$ cat config.mk
export PLATFORM = sky130hd
export DESIGN_NAME = ll3_h_burst_arbiter
export DESIGN_NICKNAME = d
export VERILOG_FILES = /design/src/rtl/ll3_h_burst_arbiter.sv
export SDC_FILE = /design/constraint.sdc
export NUM_CORES = 1
export LEC_CHECK = 0
export CELL_PAD_IN_SITES_DETAIL_PLACEMENT = 1
export CELL_PAD_IN_SITES_GLOBAL_PLACEMENT = 1
export CORE_MARGIN = 2
export CORE_UTILIZATION = 24
export CTS_CLUSTER_DIAMETER = 50
export DETAILED_ROUTE_END_ITERATION = 7
export PLACE_DENSITY = 0.89
export REMOVE_ABC_BUFFERS = 1
export SYNTH_ARGS = -nofsm -noshare
export SYNTH_HDL_FRONTEND = slang
export SYNTH_SLANG_ARGS = --single-unit
$ cat constraint.sdc
create_clock -name CLK -period 4 [get_ports CLK]
set_input_delay 0.8 -clock CLK [delete_from_list [all_inputs] [get_ports CLK]]
set_output_delay 0.8 -clock CLK [all_outputs]
set_load 0.005 [all_outputs]
$ cat src/rtl/ll3_h_burst_arbiter.sv
// Round-robin burst arbiter: two Xronos token streams share one output port, whole bursts per grant.
// Optional starvation abort enabled by defining LL3_H_ARB_TIMEOUT_EN.
module ll3_h_burst_arbiter #(
  parameter int unsigned DATA_W    = 16,
  parameter int unsigned BURST_LEN = 64,
  parameter int unsigned TIMEOUT   = 16
) (
  input  logic              CLK,
  input  logic              RESET,
  input  logic [DATA_W-1:0] In1_DATA,
  input  logic              In1_SEND,
  input  logic [15:0]       In1_COUNT,
  output logic              In1_ACK,
  input  logic [DATA_W-1:0] In2_DATA,
  input  logic              In2_SEND,
  input  logic [15:0]       In2_COUNT,
  output logic              In2_ACK,
  output logic [DATA_W-1:0] Out1_DATA,
  output logic              Out1_SEND,
  output logic [15:0]       Out1_COUNT,
  input  logic              Out1_RDY,
  input  logic              Out1_ACK,
  output logic              Grant_ID,
  output logic              Busy
);

  typedef enum logic [1:0] {IDLE, GRANT_A, GRANT_B} state_t;

  localparam logic [15:0] LAST = 16'(BURST_LEN - 1);

  state_t      state, state_nxt;
  logic        prio, prio_nxt;
  logic [15:0] cnt, cnt_nxt;
  logic        in_grant, is_b, g_send, o_send, fire, burst_end, abort;

  logic unused_inputs;
  assign unused_inputs = ^{In1_COUNT, In2_COUNT, Out1_ACK};

  assign in_grant  = (state != IDLE);
  assign is_b      = (state == GRANT_B);
  assign g_send    = in_grant & (is_b ? In2_SEND : In1_SEND);
  assign o_send    = is_b ? In1_SEND : In2_SEND;
  assign fire      = g_send & Out1_RDY & ~RESET;
  assign burst_end = fire & (cnt == LAST);

`ifdef LL3_H_ARB_TIMEOUT_EN
  localparam logic [15:0] STARVE_LAST = 16'(TIMEOUT - 1);
  logic [15:0] starve;
  logic        starve_inc;

  assign starve_inc = in_grant & ~g_send & Out1_RDY;
  assign abort      = starve_inc & (starve == STARVE_LAST) & ~RESET;

  always_ff @(posedge CLK) begin
    if (RESET || fire || abort || (state_nxt != state))
      starve <= '0;
    else if (starve_inc)
      starve <= starve + 16'd1;
  end
`else
  localparam logic [15:0] UNUSED_TIMEOUT = 16'(TIMEOUT);
  logic [15:0] unused_timeout;
  assign unused_timeout = UNUSED_TIMEOUT;
  assign abort = 1'b0;
`endif

  always_ff @(posedge CLK) begin
    if (RESET) begin
      state <= IDLE;
      prio  <= 1'b0;
      cnt   <= '0;
    end else begin
      state <= state_nxt;
      prio  <= prio_nxt;
      cnt   <= cnt_nxt;
    end
  end

  always_comb begin
    state_nxt = state;
    prio_nxt  = prio;
    cnt_nxt   = cnt;
    if (state == IDLE) begin
      if (In1_SEND && (!In2_SEND || !prio)) begin
        state_nxt = GRANT_A;
        cnt_nxt   = '0;
      end else if (In2_SEND) begin
        state_nxt = GRANT_B;
        cnt_nxt   = '0;
      end
    end else if (burst_end || abort) begin
      // Handover prefers the other port; an abort has g_send low so it never re-grants the same port.
      prio_nxt = ~is_b;
      cnt_nxt  = '0;
      if (o_send)
        state_nxt = is_b ? GRANT_A : GRANT_B;
      else if (g_send)
        state_nxt = state;
      else
        state_nxt = IDLE;
    end else if (fire) begin
      cnt_nxt = cnt + 16'd1;
    end
  end

  always_comb begin
    In1_ACK    = fire & ~is_b;
    In2_ACK    = fire & is_b;
    Out1_SEND  = fire;
    Out1_COUNT = 16'h1;
    Busy       = in_grant & ~RESET;
    Grant_ID   = is_b & ~RESET;
    Out1_DATA  = '0;
    if (!RESET && in_grant)
      Out1_DATA = is_b ? In2_DATA : In1_DATA;
  end

endmodule
Run 1, placed standard cells:
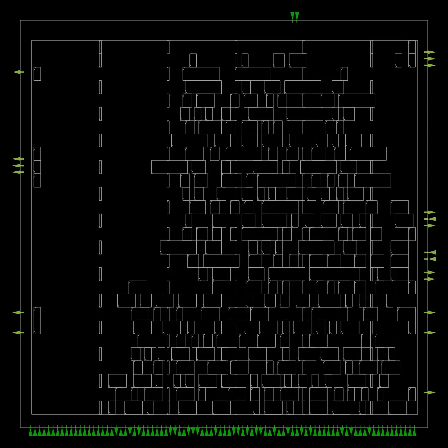
FILL cells: 773
post-layout util: 35.32%
FFs & Latches: 19
sequential share of cell area: 17.98%

Run 1, signal wires on met3:
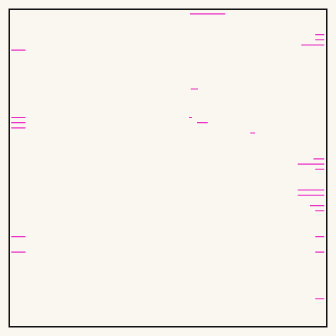
nets with wire on the layer: 22
main direction: horizontal

Run 1, cell density map:
The die is cut into 8 by 8 equal tiles; white is low, dark blue is high, 0 to 100% covered.
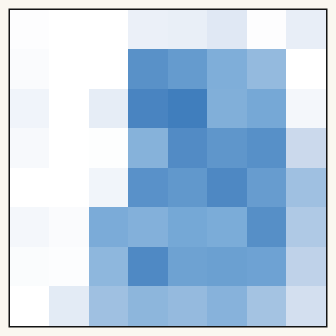
emptiest ninth of the die: north-west
mean over tiles: 29%
fullest tile: 69%
nearly empty tiles: 22%
core box area: 0.005991 mm²
Pre-Place Util: 24.98%

Run 1, routed clock nets over the placement:
Bar = 20 µm.
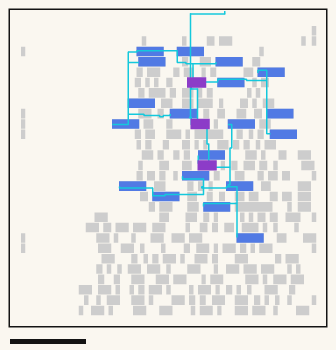
[purple] clock-net drivers | count: 3
[cyan] clock wires | length: 277 µm
[blue] flip-flops | count: 19
routed clock nets: 4

==> results_slide.txt, run 1 <==
Key Metrics from the Run

Power
  – Worst VDD drop: between 0.1 and 0.15 mV
  – Power per cell area: 280.1 mW/mm²

Route
  – Post-Route WL: just under 5 mm
  – Total vias in the final route: 1703
  – DR pass1 iterations: 4
  – Post-DRT Antenna Nets: 0

Finish
  – P&R area growth vs syn: 41.39%
  – Fraction of layout cells with a size suffix above 1: between 6 and 7%
  – Gate Area: around 1000 µm²
  – Ant. Diodes: 0

Worst hold path
  – Hold crit path type: reg -> reg
  – Worst Hold Launch: prio$_SDFFE_PP0P_

Synth
  – Post-synthesis sequential area ratio: 25.42%
  – Number of cells in the yosys synthesis report: ~220
  – Flip-flops with a built-in enable: 0
  – Library cells used by synthesis: between 40 and 50
  – Top cells, area: dfxtp_1, nand2_1, a21oi_1

Clocking
  – # Post-CTS Setup Buffers: 0
  – Post-CTS Resized: 0
  – Root Buffer: clkbuf_8
  – Total CTS buffers: 3

STA
  – Unrepaired setup endpoints after global routing: no
  – Least-Margin Pin Slew: about 0.84 ns
  – Max Clk Rate: approximately 0.27 GHz
  – Clock skew: approximately 0.0016 ns
  – Worst slew margin: around 44%
  – Total negative slack: 0 ns

Critical path
  – Critical path peak fanout: 14
  – CP Capture Type: output port
  – Top cell by count, worst path: clkdlybuf4s50_1
  – CP arrival: ~2.8 ns
  – Crit path largest cell delay: 0.70 ns

Die
  – Die W: ~83 µm
  – Top-Level Pins: 107
  – Chip area: about 0.0069 mm²
  – Die height: roughly 83 µm
  – FP Rows: 28

Place
  – GPL Wtd Cong: between 0.7 and 0.8

Global routing
  – GRT Overall Usage: a little over an eighth

Run status
  – Status: finished clean
## run 1: final timing paths
| check | endpoint | slack, ns | cells past startpoint |
|---|---|---|---|
| min reg2reg | prio$_SDFFE_PP0P_ | 0.50 | 2 |
| max | In2_ACK | 0.36 | 5 |
| max reg2reg | state[1]$_SDFFE_PP0P_ | 1.58 | 5 |
| min | prio$_SDFFE_PP0P_ | 0.50 | 2 |
## run 1: through the flow
| step | power (mW) | area, µm² | instances | worst slack, ns | hold slack [ns] |
|---|---|---|---|---|---|
| after global placement | 0.4532 | 2069 | 336 | 0.4033 | 0.4758 |
| after detailed placement | 0.4611 | 2069 | 336 | 0.3392 | 0.4924 |
| final | 0.5927 | 2116 | 340 | 0.3636 | 0.5018 |
| after CTS | 0.5962 | 2116 | 340 | 0.3303 | 0.5036 |
| after global routing | 0.6278 | 2116 | 340 | 0.2549 | 0.5163 |
| after floorplan | 0.3290 | 1383 | 201 | 1.814 | 0.4563 |
## run 1: state kept, by name (all words and copies together) (netlist names)
register	flops
state	2
prio	1
cnt	16
## run 1: cell families (layout without fill, tap and decap cells)
family | count (synthesis) | count (layout) | synth area share [%]
fa+ha+maj | 1 | 1 | 0.8360
xor+xnor | 1 | 1 | 0.5854
simple gates | 101 | 101 | 33.36
mux | 2 | 2 | 1.338
buf+inv | 34 | 70 | 12.63
flops | 19 | 19 | 25.42
other cells | 2 | 16 | 0.5019
compound gates | 55 | 55 | 25.33
## run 1: report_power, final
group,internal [mW],switching (mW)
clock,0.0693,0.0687
sequential,0.194,0.0120
combinational,0.115,0.133
## run 1: synthesized netlist by cell type (all sizes together) (2+ instances only)
library cell	instances
a211oi	2
a21oi	26
a22oi	4
a311oi	5
a31oi	4
a41oi	2
and3	2
buf	18
clkbuf	10
conb	2
dfxtp	19
inv	6
mux2i	2
nand2	43
nand2b	2
nand3	16
nand3b	2
nand4	3
nor2	15
nor2b	2
nor3	4
nor4	2
o21a	3
o21ai	3
or3b	2
or4	2
## run 1: metal layers
layer | global-route usage [%] | wire (µm)
met5 | 0 | 0
met4 | 3.428 | 36
met1 | 15.96 | 2148
met2 | 26.39 | 2635
met3 | 1.292 | 81
## run 1: cell type report
class / count / area share [%]
multi-input combinational: 176 / 46.30
timing repair buffer: 60 / 28.03
sequential: 19 / 17.98
tap: 75 / 4.435
clock buffer: 3 / 1.952
inverter: 6 / 1.064
clock inverter: 1 / 0.2365
## run 1: critical path: cells and delay by family
family / cells / cell delay [ns]
simple gates: 2 / 0.44
buf+inv: 2 / 1.21
compound gates: 1 / 0.39
--- run 2 (diff from run 1) ---
--- a/config.mk
+++ b/config.mk
@@ -11,7 +11,7 @@
 export CORE_UTILIZATION = 24
 export CTS_CLUSTER_DIAMETER = 50
 export DETAILED_ROUTE_END_ITERATION = 7
-export PLACE_DENSITY = 0.89
+export PLACE_DENSITY = 0.83
 export REMOVE_ABC_BUFFERS = 1
 export SYNTH_ARGS = -nofsm -noshare
 export SYNTH_HDL_FRONTEND = slang
==> run 2 against run 1 <==
Compared with the run above: sequential share of layout area decreased by 0.064 points; register-to-register slack about the same; critical path type unchanged; non-clock buffer count increased by 1; combinational power about the same; critical path depth increased by 2; synthesized area unchanged; sequential cell count unchanged; die size unchanged.
==> results_slide.txt, run 2 <==
Key Metrics from the Run

Finish
  – Largest register by flop count: cnt
  – P&R area growth vs syn: 41.89%
  – Biggest regs: cnt: 16 flops, state: 2 flops, prio: 1 flops
  – Final instance area: 0.002123 mm² (+0.35%)
  – Fraction of layout cells with a size suffix above 1: 6.391% (+0.35 points)
  – Largest register FFs: 16 (unchanged)

Die
  – Top-Level Pins: 107 (unchanged)
  – Chip area: 0.006882 mm² (unchanged)
  – Core box area: 0.005991 mm² (unchanged)
  – FP Rows: 28 (unchanged)
  – Pre-Place Util: 24.98% (unchanged)

STA
  – Total negative slack: 0 ns (unchanged)
  – Period minus WS final: between 3 and 4 ns
  – Min Hold Slack: 0.5002 ns (-0.001561 ns)
  – Least-Margin Pin Slew: 0.8072 ns (-0.03273 ns)
  – Clock skew: 0.004780 ns (+0.003185 ns)
  – Max Clk Rate: 0.2922 GHz (+6.2%)
  – Worst slew margin: 46.18% (+2.2 points)

Synth
  – Yosys top cell by instances: nand2_1
  – Synth Area in XOR/XNOR: 0.5853% (unchanged)
  – Number of cells in the yosys synthesis report: 215 (unchanged)
  – Adder-Cell Fraction of Synth Area: 0.8361% (unchanged)
  – Post-synthesis sequential area ratio: 25.42% (unchanged)
  – Top logic family: simple AND/OR/NAND/NOR gates
  – Flip-flops with a built-in enable: 0 (unchanged)
  – Library cells used by synthesis: 47 (unchanged)
  – Commonest cells post-synth: nand2_1, a21oi_1, dfxtp_1
  – Top cells, area: dfxtp_1, nand2_1, a21oi_1
  – Aoi share: 25.33% (unchanged)

Clocking
  – Root Buffer: clkbuf_8
  – Post-CTS Resized: 0 (unchanged)
  – Total CTS buffers: 3 (unchanged)

Critical path
  – CP arrival: 2.62 ns (-0.22 ns)
  – CP top delay family: buffers and inverters
  – CP Capture Type: output port
  – Crit path largest cell delay: 0.54 ns (-0.16 ns)
  – Buf/Inv on CP: 5 (+3)
  – Critical path peak fanout: 17 (+3)

Place
  – Placed insts: 337 (+0.30%)
  – Dpl cell area: 0.002077 mm² (+0.36%)
  – GPL Wtd Cong: 0.7681 (+0.99%)

Global routing
  – Vias in the first global route: between 1.5k and 2k

Power
  – Power per cell area: 278.1 mW/mm² (-0.72%)
  – P_sw: 0.2114 mW (-1.3%)
  – Sequential group share of total power: 34.8% (about the same)
  – Combinational share of power: 41.8% (about the same)
  – Internal power: 0.3791 mW (+0.15%)
  – Sw Share: 35.79% (-0.33 points)
  – Clock network power share: 23.4% (about the same)

Route
  – Post-Route WL: 4.669 mm (-4.7%)
  – Total vias in the final route: 1719 (+0.94%)
  – Post-DRT Antenna Nets: 0 (unchanged)

Run status
  – Status: finished clean

Worst hold path
  – Hold crit path type: reg -> reg
[run 2: netlist changes by cell type in the layout (fill, tap and decap cells not counted), sizes merged]
cell / before / now
buf: 3 / 4
[run 2: logic make-up after synthesis]
logic type,count (synthesis)
xor gates and xnor gates,1
muxes,2
adders and majority gates,1
AOI/OAI and AO/OA,55
and+or+nand+nor,101
other,2
buffers and inverters,34
DFF,19
[run 2: power groups by stage]
stage               sequential (mW)  combinational (mW)  clock (mW)
floorplan                     0.207               0.122           0
global placement              0.210               0.243           0
detailed placement            0.210               0.248           0
CTS                           0.205               0.250       0.144
global route                  0.207               0.272       0.150
finish                        0.205               0.247       0.138
[run 2: worst reg2reg max path: stages (launching register included)]
cell	delay (ns)
dfxtp_1	0.43
or4bb_1	0.57
nor4_4	0.38
a21oi_2	0.30
or3_1	0.45
a211oi_2	0.21
[run 2: cell type report]
class | instances | area, µm²
clock inverters | 1 | 5.005
flip-flops and latches | 19 | 380.4
clock buffers | 3 | 41.29
well taps | 75 | 93.84
multi-input cells | 176 | 979.7
fillers | 734 | 3867
repair buffers | 61 | 600.6
inverters | 6 | 22.52
[run 2: final timing paths]
path,from,to,slack [ns],cells past startpoint
max reg2reg,cnt[2]$_SDFFE_PP0P_,state[1]$_SDFFE_PP0P_,1.58,5
min reg2reg,cnt[9]$_SDFFE_PP0P_,cnt[9]$_SDFFE_PP0P_,0.50,2
max,RESET,Out1_DATA[7],0.58,7
min,cnt[9]$_SDFFE_PP0P_,cnt[9]$_SDFFE_PP0P_,0.50,2
[run 2: metrics by stage]
step	total power [mW]	setup slack (ns)
after global placement	0.4532	0.5550
after CTS	0.5985	0.5552
after global routing	0.6288	0.4385
after floorplan	0.3290	1.814
after detailed placement	0.4582	0.5580
final	0.5905	0.5771
[run 2: routing by layer]
metal / global-route usage (%) / wire length [µm] / up-vias
li1: - / - / 833
met1: 16.17 / 2079 / 829
met2: 23.39 / 2352 / 47
met3: 1.292 / 134 / 10
met4: 4.918 / 103 / 0
met5: 0 / 0 / -
Run 2, placed standard cells:
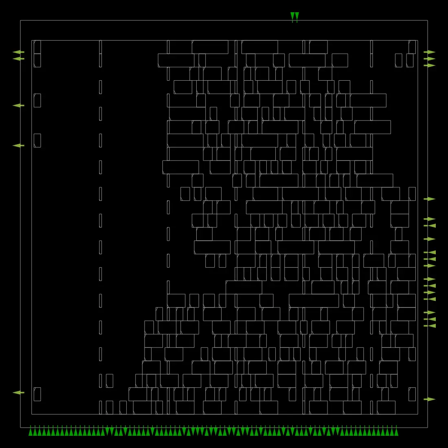
post-layout util: 35.44%
Well-Tap Cells: 75
sequential share of cell area: 17.91%
Finished Layout Cells: 341

Run 2, ports around the boundary:
Pins as bars across the die edge, other pins in gray.
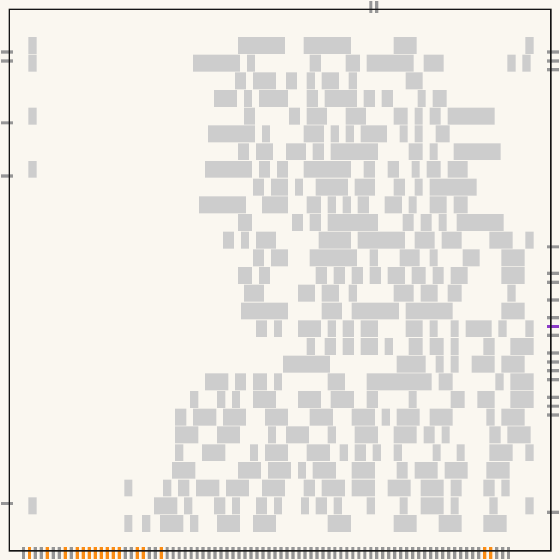
| color | port | pins | direction | edge |
|---|---|---|---|---|
| purple | In2_SEND | 1 | input | east |
| orange | In1_COUNT | 16 | input | south |
IO buf count: 57
die height: 82.96 µm
Die W: 82.96 µm

--- run 3 (diff from run 2) ---
--- a/config.mk
+++ b/config.mk
@@ -10,9 +10,11 @@
 export CORE_MARGIN = 2
 export CORE_UTILIZATION = 24
 export CTS_CLUSTER_DIAMETER = 50
+export CTS_CLUSTER_SIZE = 25
 export DETAILED_ROUTE_END_ITERATION = 7
 export PLACE_DENSITY = 0.83
 export REMOVE_ABC_BUFFERS = 1
+export SLEW_MARGIN = 20
 export SYNTH_ARGS = -nofsm -noshare
 export SYNTH_HDL_FRONTEND = slang
 export SYNTH_SLANG_ARGS = --single-unit
==> run 3 against run 2 <==
Compared with the run above: clock skew is the same; combinational power is essentially flat; die size is the same; clock power is essentially flat; total power is the same; non-clock buffer count is the same; critical path depth is the same; sequential power is essentially flat; routed wire length is the same; final area is the same; sequential cell count is the same; global-route usage is the same.
==> results_slide.txt, run 3 <==
Key Metrics from the Run

Place
  – Dpl cell area: 0.002077 mm² (unchanged)
  – Hpwl dp: 3.569 mm
  – Placement Setup Slack: 0.5580 ns (unchanged)
  – Placed insts: 337 (unchanged)
  – GPL Wtd Cong: 0.7681 (unchanged)
  – IO buf count: 57 (unchanged)

Finish
  – Commonest Layout Cell: clkdlybuf4s50_1
  – Final nets: about 340
  – P&R area growth vs syn: 41.89% (unchanged)
  – Top logic cells by instance count in the layout: clkdlybuf4s50_1, nand2_1, a21oi_1
  – Largest register by flop count: cnt
  – Final instance area: 0.002123 mm² (unchanged)
  – Finished Layout Cells: 341 (unchanged)
  – Fraction of layout cells with a size suffix above 1: 6.391% (unchanged)
  – Largest register FFs: 16 (unchanged)
  – FILL cells: 734 (unchanged)
  – Biggest regs: cnt: 16 flops, state: 2 flops, prio: 1 flops

Clocking
  – CTS sink count: 19
  – Clk slew on worst S/H paths: ~0.07 ns
  – Post-CTS Resized: 0 (unchanged)
  – Total CTS buffers: 3 (unchanged)
  – Hold-fix buffers, CTS: 0
  – # Post-CTS Setup Buffers: 0
  – Root Buffer: clkbuf_8
  – CTS H-tree depth: 1

Power
  – Internal power: 0.3791 mW (unchanged)
  – Sequential group share of total power: 34.8% (about the same)
  – Clock network power share: 23.4% (about the same)
  – Power per cell area: 278.1 mW/mm² (unchanged)
  – P_sw: 0.2114 mW (unchanged)
  – Sw Share: 35.79% (unchanged)
  – Combinational share of power: 41.8% (about the same)
  – Worst VDD drop: about 0.11 mV

STA
  – Worst slew margin: 46.18% (unchanged)
  – Fin. Hold Viols: 0
  – Max Clk Rate: 0.2922 GHz (unchanged)
  – Post-route worst setup slack: 0.5771 ns (unchanged)
  – Clock skew: 0.004780 ns (unchanged)
  – Period minus WS final: 3.423 ns (unchanged)
  – Final setup fails: 0
  – Total negative slack: 0 ns (unchanged)
  – Least-Margin Pin Slew: 0.8072 ns (unchanged)

Critical path
  – FF-to-FF Start: cnt[2]$_SDFFE_PP0P_
  – Reg2reg end: state[1]$_SDFFE_PP0P_
  – CP Launch Type: input port
  – Crit path largest cell delay: 0.54 ns (about the same)
  – CP arrival: 2.62 ns (about the same)
  – Critical path class: in -> out
  – R2R setup slack: 1.58 ns (about the same)
  – Worst Setup SP: RESET
  – Reg2Reg Depth: 5 (unchanged)
  – CP Capture Type: output port
  – Critical path peak fanout: 17 (unchanged)

Die
  – Top-Level Pins: 107 (unchanged)
  – Pre-Place Util: 24.98% (unchanged)
  – Die height: 82.96 µm (unchanged)
  – FP Rows: 28 (unchanged)
  – Die W: 82.96 µm (unchanged)
  – Core box area: 0.005991 mm² (unchanged)
  – Chip area: 0.006882 mm² (unchanged)

Synth
  – Number of cells in the yosys synthesis report: 215 (unchanged)
  – Area share, top type: between 20% and 30%
  – Flip-flops with a built-in enable: 0 (unchanged)
  – Post-synthesis sequential area ratio: 25.42% (unchanged)
  – Commonest cells post-synth: nand2_1, a21oi_1, dfxtp_1
  – Chip Area, Yosys: 0.001496 mm²
  – Library cells used by synthesis: 47 (unchanged)
  – Post-Syn Area: approximately 0.0015 mm²
  – Yosys top cell by instances: nand2_1
  – Top cells, area: dfxtp_1, nand2_1, a21oi_1

Global routing
  – Vias in the first global route: 1695 (unchanged)
  – Largest net degree at the start of global routing: 18
  – Antenna violations before repair: 0

Route
  – Post-DRT Antenna Nets: 0 (unchanged)
  – M1 WL: 2.079 mm (unchanged)
  – Routed length on met3: 134 µm (unchanged)
  – DR pass1 iterations: 4
  – DR top layer: met4
  – Total vias in the final route: 1719 (unchanged)
  – Met2 wire length: 2.352 mm (unchanged)
  – Drt drc: 0
  – Average wire per standard cell: around 14 µm

Worst hold path
  – Hold crit path type: reg -> reg
  – Worst hold path cell count: 2 (unchanged)
  – Min-Delay Endpoint: cnt[9]$_SDFFE_PP0P_
  – Worst Hold Launch: cnt[9]$_SDFFE_PP0P_

Run status
  – Status: finished clean
run 3: cell counts after synthesis:
Identical to the previous run, type by type.
run 3: power groups by stage:
stage	registers (mW)	logic (mW)	clock network (mW)
floorplan	0.207	0.122	0
global placement	0.210	0.243	0
detailed placement	0.210	0.248	0
CTS	0.205	0.250	0.144
global route	0.207	0.272	0.150
finish	0.205	0.247	0.138
run 3: how the worst max path moves through the flow:
stage / end / slack, ns / depth (start not counted)
final: Out1_DATA[7] / 0.58 / 7
after global routing: Out1_DATA[4] / 0.44 / 7
after CTS: Out1_DATA[7] / 0.56 / 7
after detailed placement: Out1_DATA[7] / 0.56 / 7
after global placement: Out1_DATA[7] / 0.56 / 7
after floorplan: Busy / 1.81 / 3
run 3: critical path: cells and delay by family:
kind / cells / cell delay [ns]
AOI/OAI and AO/OA: 2 / 0.23
buffers and inverters: 5 / 1.59
run 3: routing by layer:
layer	GRT usage, %	vias to the layer above
li1	-	833
met1	16.17	829
met2	23.39	47
met3	1.292	10
met4	4.918	0
met5	0	-
run 3: metrics by stage:
stage | power (mW) | util, % | hold WS (ns)
3_3_place_gp | 0.4532 | 34.67 | 0.4758
5_1_grt | 0.6288 | 35.44 | 0.5335
3_5_place_dp | 0.4582 | 34.67 | 0.4900
6_report | 0.5905 | 35.44 | 0.5002
2_1_floorplan | 0.3290 | - | 0.4563
4_1_cts | 0.5985 | 35.44 | 0.5013
run 3: area by class of cell:
type	count	area (µm²)	share of cell area, %
clock inverters	1	5.005	0.2357
multi-input cells	176	979.7	46.14
repair buffers	61	600.6	28.29
flip-flops and latches	19	380.4	17.91
well taps	75	93.84	4.420
clock buffers	3	41.29	1.945
inverters	6	22.52	1.061
run 3: cells by family (layout without fill, tap and decap cells):
kind of cell / count (synthesis) / in the layout / synth area share, %
buffers and inverters: 34 / 71 / 12.63
multiplexers: 2 / 2 / 1.338
flip-flops: 19 / 19 / 25.42
other: 2 / 16 / 0.5019
AND-OR/OR-AND: 55 / 55 / 25.33
adder cells (fa/ha/maj): 1 / 1 / 0.8360
AND/OR/NAND/NOR: 101 / 101 / 33.36
XOR/XNOR: 1 / 1 / 0.5854
Run 3, cell density map:
The die is cut into 8 by 8 equal tiles; white is low, dark blue is high, 0 to 100% covered.
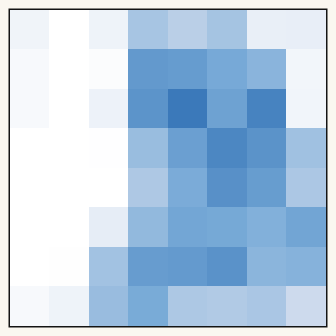

Run 3, signal wires on met3:
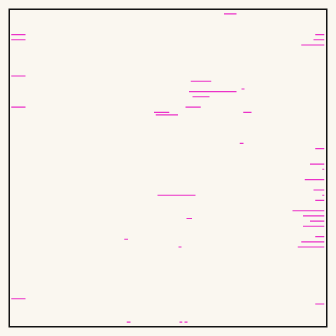
main direction: horizontal
nets with wire on the layer: 35
share of all routed wire: 2.9%
longest straight run: 12.2 µm
wire length on this layer: 135 µm
Post-Route WL: 4.669 mm
met3 Usage GRT: 1.292%

Power figures rest on the tool's default switching activity, not on a simulated workload.
